==> images/clocks.png <==
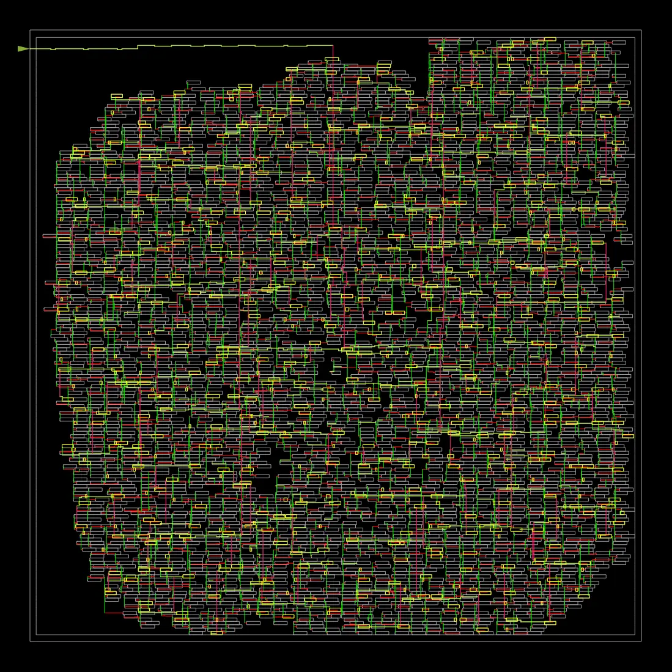
==> images/layer_met4.png <==
Scale bar: 100 um. Cells faint in the background.
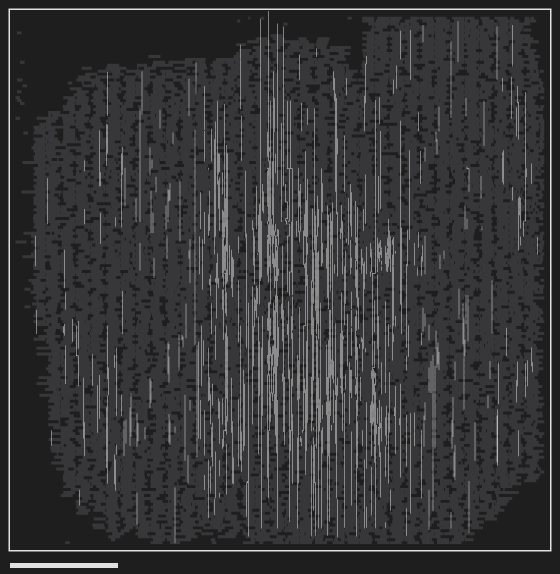
==> images/layer_met2.png <==
Cells faint in the background.
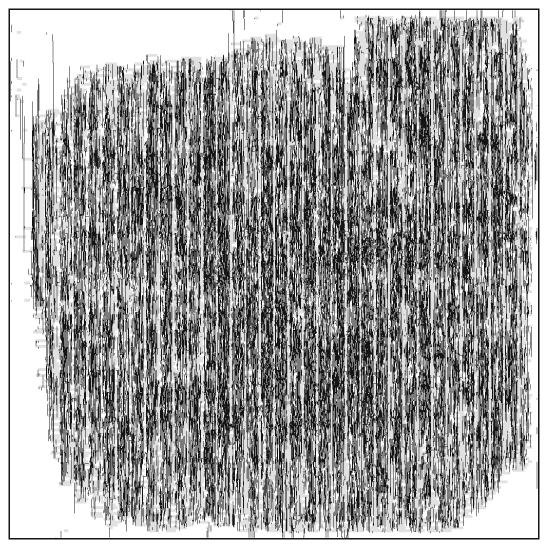
==> images/wires.png <==
Only two layers are drawn.
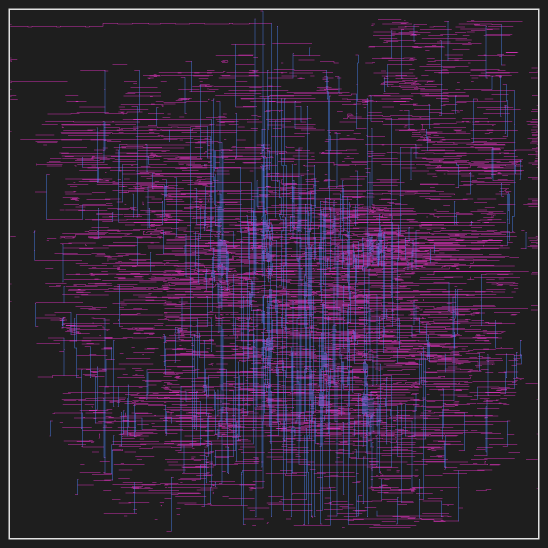
<file path="config.mk">
export PLATFORM = sky130hd
export DESIGN_NAME = input_mems_pp
export DESIGN_NICKNAME = d
export VERILOG_FILES = /design/src/rtl/input_mems_pp.sv
export SDC_FILE = /design/constraint.sdc
export NUM_CORES = 2
export LEC_CHECK = 0
export CORE_MARGIN = 5
export CORE_UTILIZATION = 63
export DETAILED_ROUTE_END_ITERATION = 12
export HOLD_SLACK_MARGIN = 0.05
export PLACE_DENSITY_LB_ADDON = 0.3
export SKIP_LAST_GASP = 1
export SLEW_MARGIN = 25
export SYNTH_ARGS = -nofsm -noshare
export SYNTH_HDL_FRONTEND = slang
export SYNTH_SLANG_ARGS = --single-unit
</file>
<file path="constraint.sdc">
create_clock -name clk -period 4.2 [get_ports clk]
set_input_delay 0.84 -clock clk [delete_from_list [all_inputs] [get_ports clk]]
set_output_delay 0.84 -clock clk [all_outputs]
set_load 0.02 [all_outputs]
</file>
<file path="src/rtl/input_mems_pp.sv">
// ---------------------------------------------------------------------------
// input_mems_pp
//
// Double-buffered input memory for the 2D convolution accelerator. One
// AXI-Stream slave carries a W/B/X set (new_W=1) or an X-only set (new_W=0).
// X is stored in two ping-pong banks, so the next image can stream in while
// the compute engine is still reading the previous one.
//
// Ports:
//   clk              system clock, rising edge
//   reset            asynchronous active-low reset
//   AXIS_TDATA       input word
//   AXIS_TVALID      source valid
//   AXIS_TUSER       [0] = new_W, [K_BITS:1] = K (sampled on the first word)
//   AXIS_TREADY      sink ready
//   inputs_loaded    read bank holds a complete X; W/K/B are valid
//   compute_finished one-cycle pulse that releases the read bank
//   K, B             current kernel size and signed bias
//   X_read_addr      row-major X address into the read bank
//   X_data           X word, one cycle after the address
//   W_read_addr      packed row-major W address i*K+j
//   W_data           W word, one cycle after the address
//   x_banks_full     full flag per X bank
// ---------------------------------------------------------------------------
module input_mems_pp #(
  parameter int INW  = 24,
  parameter int R    = 9,
  parameter int C    = 8,
  parameter int MAXK = 4,
  localparam int K_BITS      = $clog2(MAXK + 1),
  localparam int X_ADDR_BITS = $clog2(R * C),
  localparam int W_ADDR_BITS = $clog2(MAXK * MAXK)
) (
  input  logic                          clk,
  input  logic                          reset,
  input  logic [INW-1:0]                AXIS_TDATA,
  input  logic                          AXIS_TVALID,
  input  logic [K_BITS:0]               AXIS_TUSER,
  output logic                          AXIS_TREADY,
  output logic                          inputs_loaded,
  input  logic                          compute_finished,
  output logic [K_BITS-1:0]             K,
  output logic signed [INW-1:0]         B,
  input  logic [X_ADDR_BITS-1:0]        X_read_addr,
  output logic signed [INW-1:0]         X_data,
  input  logic [W_ADDR_BITS-1:0]        W_read_addr,
  output logic signed [INW-1:0]         W_data,
  output logic [1:0]                    x_banks_full
);

  localparam int XDEPTH = R * C;
  localparam int WDEPTH = MAXK * MAXK;
  localparam logic [X_ADDR_BITS-1:0] X_LAST = X_ADDR_BITS'(XDEPTH - 1);
  localparam logic [K_BITS-1:0]      K_MIN  = K_BITS'(2);
  localparam logic [K_BITS-1:0]      K_MAX  = K_BITS'(MAXK);

  typedef enum logic [1:0] {
    L_IDLE,
    L_W,
    L_B,
    L_X
  } load_state_e;

  load_state_e             state_q, state_d;
  logic                    wr_bank_q, wr_bank_d;
  logic                    rd_bank_q, rd_bank_d;
  logic [1:0]              full_q, full_d;
  logic [K_BITS-1:0]       k_q, k_d;
  logic [INW-1:0]          b_q, b_d;
  logic [W_ADDR_BITS-1:0]  w_cnt_q, w_cnt_d;
  logic [X_ADDR_BITS-1:0]  x_cnt_q, x_cnt_d;

  logic [INW-1:0] xmem0 [XDEPTH];
  logic [INW-1:0] xmem1 [XDEPTH];
  logic [INW-1:0] wmem  [WDEPTH];
  logic [INW-1:0] x_rd_q;
  logic [INW-1:0] w_rd_q;

  logic                    new_w;
  logic [K_BITS-1:0]       k_in;
  logic [K_BITS-1:0]       k_clamped;
  logic                    ready_int;
  logic                    xfer;
  logic                    release_rd;
  logic [2*K_BITS-1:0]     k_ext;
  logic [2*K_BITS-1:0]     k_sq;
  logic                    w_is_last;
  logic                    x_we;
  logic                    w_we;
  logic [X_ADDR_BITS-1:0]  x_waddr;
  logic [W_ADDR_BITS-1:0]  w_waddr;

  assign new_w = AXIS_TUSER[0];
  assign k_in  = AXIS_TUSER[K_BITS:1];

  always_comb begin
    k_clamped = k_in;
    if (k_in < K_MIN) begin
      k_clamped = K_MIN;
    end else if (k_in > K_MAX) begin
      k_clamped = K_MAX;
    end
  end

  // A new W set may only start with both banks empty, so K, B and W never
  // change underneath a compute. An X-only set just needs its target bank free.
  always_comb begin
    ready_int = 1'b1;
    if (state_q == L_IDLE) begin
      if (new_w) begin
        ready_int = (full_q == 2'b00);
      end else begin
        ready_int = !full_q[wr_bank_q];
      end
    end
  end

  assign AXIS_TREADY = reset & ready_int;
  assign xfer        = AXIS_TVALID & AXIS_TREADY;

  // Release is only honoured when the read bank actually holds data.
  assign release_rd = compute_finished & full_q[rd_bank_q];

  assign k_ext     = (2*K_BITS)'(k_q);
  assign k_sq      = k_ext * k_ext;
  assign w_is_last = ((2*K_BITS)'(w_cnt_q) == (k_sq - 1'b1));

  assign x_we    = xfer & (((state_q == L_IDLE) & !new_w) | (state_q == L_X));
  assign w_we    = xfer & (((state_q == L_IDLE) & new_w) | (state_q == L_W));
  assign x_waddr = (state_q == L_IDLE) ? '0 : x_cnt_q;
  assign w_waddr = (state_q == L_IDLE) ? '0 : w_cnt_q;

  // Load sequencing and bank bookkeeping. A final X write into one bank and a
  // release of the other bank can land on the same edge; both are applied.
  always_comb begin
    state_d   = state_q;
    wr_bank_d = wr_bank_q;
    rd_bank_d = rd_bank_q;
    full_d    = full_q;
    k_d       = k_q;
    b_d       = b_q;
    w_cnt_d   = w_cnt_q;
    x_cnt_d   = x_cnt_q;

    if (release_rd) begin
      full_d[rd_bank_q] = 1'b0;
      rd_bank_d         = ~rd_bank_q;
    end

    case (state_q)
      L_IDLE: begin
        if (xfer) begin
          if (new_w) begin
            k_d     = k_clamped;
            w_cnt_d = W_ADDR_BITS'(1);
            state_d = L_W;
          end else begin
            x_cnt_d = X_ADDR_BITS'(1);
            state_d = L_X;
          end
        end
      end
      L_W: begin
        if (xfer) begin
          w_cnt_d = w_cnt_q + 1'b1;
          if (w_is_last) begin
            state_d = L_B;
          end
        end
      end
      L_B: begin
        if (xfer) begin
          b_d     = AXIS_TDATA;
          x_cnt_d = '0;
          state_d = L_X;
        end
      end
      L_X: begin
        if (xfer) begin
          x_cnt_d = x_cnt_q + 1'b1;
          if (x_cnt_q == X_LAST) begin
            full_d[wr_bank_q] = 1'b1;
            wr_bank_d         = ~wr_bank_q;
            x_cnt_d           = '0;
            state_d           = L_IDLE;
          end
        end
      end
      default: state_d = L_IDLE;
    endcase
  end

  always_ff @(posedge clk or negedge reset) begin
    if (!reset) begin
      state_q   <= L_IDLE;
      wr_bank_q <= 1'b0;
      rd_bank_q <= 1'b0;
      full_q    <= 2'b00;
      k_q       <= '0;
      b_q       <= '0;
      w_cnt_q   <= '0;
      x_cnt_q   <= '0;
    end else begin
      state_q   <= state_d;
      wr_bank_q <= wr_bank_d;
      rd_bank_q <= rd_bank_d;
      full_q    <= full_d;
      k_q       <= k_d;
      b_q       <= b_d;
      w_cnt_q   <= w_cnt_d;
      x_cnt_q   <= x_cnt_d;
    end
  end

  // Storage is not reset. Reads are synchronous and read-before-write, and the
  // X read uses the bank pointer as it stood when the address was presented.
  always_ff @(posedge clk) begin
    if (x_we) begin
      if (wr_bank_q) begin
        xmem1[x_waddr] <= AXIS_TDATA;
      end else begin
        xmem0[x_waddr] <= AXIS_TDATA;
      end
    end
    if (w_we) begin
      wmem[w_waddr] <= AXIS_TDATA;
    end
    x_rd_q <= rd_bank_q ? xmem1[X_read_addr] : xmem0[X_read_addr];
    w_rd_q <= wmem[W_read_addr];
  end

  assign X_data        = x_rd_q;
  assign W_data        = w_rd_q;
  assign K             = k_q;
  assign B             = b_q;
  assign inputs_loaded = full_q[rd_bank_q];
  assign x_banks_full  = full_q;

endmodule
</file>
==> job_summary.md <==
### Flow metrics

| Metric | Value |
|---|---|
| Most numerous logic cells after layout | `3840 x edfxtp_1, 1087 x mux4_2, 393 x clkbuf_16` |
| Peak supply drop | `between 0.0005 and 0.0006 V` |
| GR Util met2 | `0.527` |
| Top FF cell, synth | `edfxtp_1` |
| Port Buffer Count | `approximately 120` |
| Met3 usage | `0.105` |
| AND-OR/OR-AND Cells, Area Fraction | `0.0130` |
| Post-synth top cells | `3840 x edfxtp_1, 1087 x mux4_2, 232 x nand2_1, 213 x nor2_1, 136 x clkbuf_1` |
| Placed instance count | `roughly 9900` |
| Share of cells above drive strength 1 | `0.325` |
| Mapped Nets | `approximately 6500` |
| Startpoint Class | `flip-flop` |
| Yosys cell count | `about 6500` |
| Fin worst setup slack | `about 0.25 ns` |
| DRC viols | `0` |
| WHS | `between 0.2 and 0.25 ns` |
| Post-layout period usage | `0.940` |
| Max power group | `registers` |
| Int Pwr | `around 65000 uW` |
| Slew margin rel. | `0.275` |
| CP max stage delay | `0.81 ns` |
| Vias/cell | `7.33` |
| Met1 Usage GRT | `0.470` |
| Initial antenna violation count | `44` |
| DIE HEIGHT | `498 um` |
| Largest class | `sequential cells` |
| Outcome | `finished clean` |
| Hold endpoint | `wmem[6][19]` |
| Final setup fails | `0` |
| CTS tree | `done` |
| DRT iter0 DRCs | `14700` |
| Clock Path Buffers | `4` |
| Fp util | `0.633` |
| Xor/xnor share | `0.000117` |
| Async set or reset register ratio after synthesis | `0.0112` |
| Hold path depth | `1` |
| Largest regs | `xmem0: 1728 flops, xmem1: 1728 flops, wmem: 384 flops` |
| Total tool warning count | `roughly 47` |
| Reg2Reg Setup Slack | `approximately 0.25 ns` |
| Worst Path Max Fanout | `22` |
| Sequential group share of total power | `0.525` |
| Commonest Layout Cell | `edfxtp_1` |
| Vias in the first global route | `~80000` |
| DR WL/cell | `40.2 um` |
| Worst-Margin Slew | `1.09 ns` |
| Die area | `between 200000 and 250000 um2` |
| Total track usage | `0.346` |
## Picture notes: clocks.png
P_clk: 33500 uW
Num CTS Buffers: 386

## Picture notes: layer_met4.png
main direction: vertical
share of all routed wire: 5.6%
nets with wire on the layer: 418
longest straight run: 241 um

## Picture notes: layer_met2.png
longest straight run: 134 um
nets with wire on the layer: 6894
wire length on this layer: 202 mm
main direction: vertical
share of all routed wire: 47%

## Picture notes: wires.png
| colour | layer | wire length |
|---|---|---|
| blue | metal 4 | 24.1 mm |
| magenta | metal 3 | 62.7 mm |

No activity file was given, so power comes from the tool's default toggle rates.
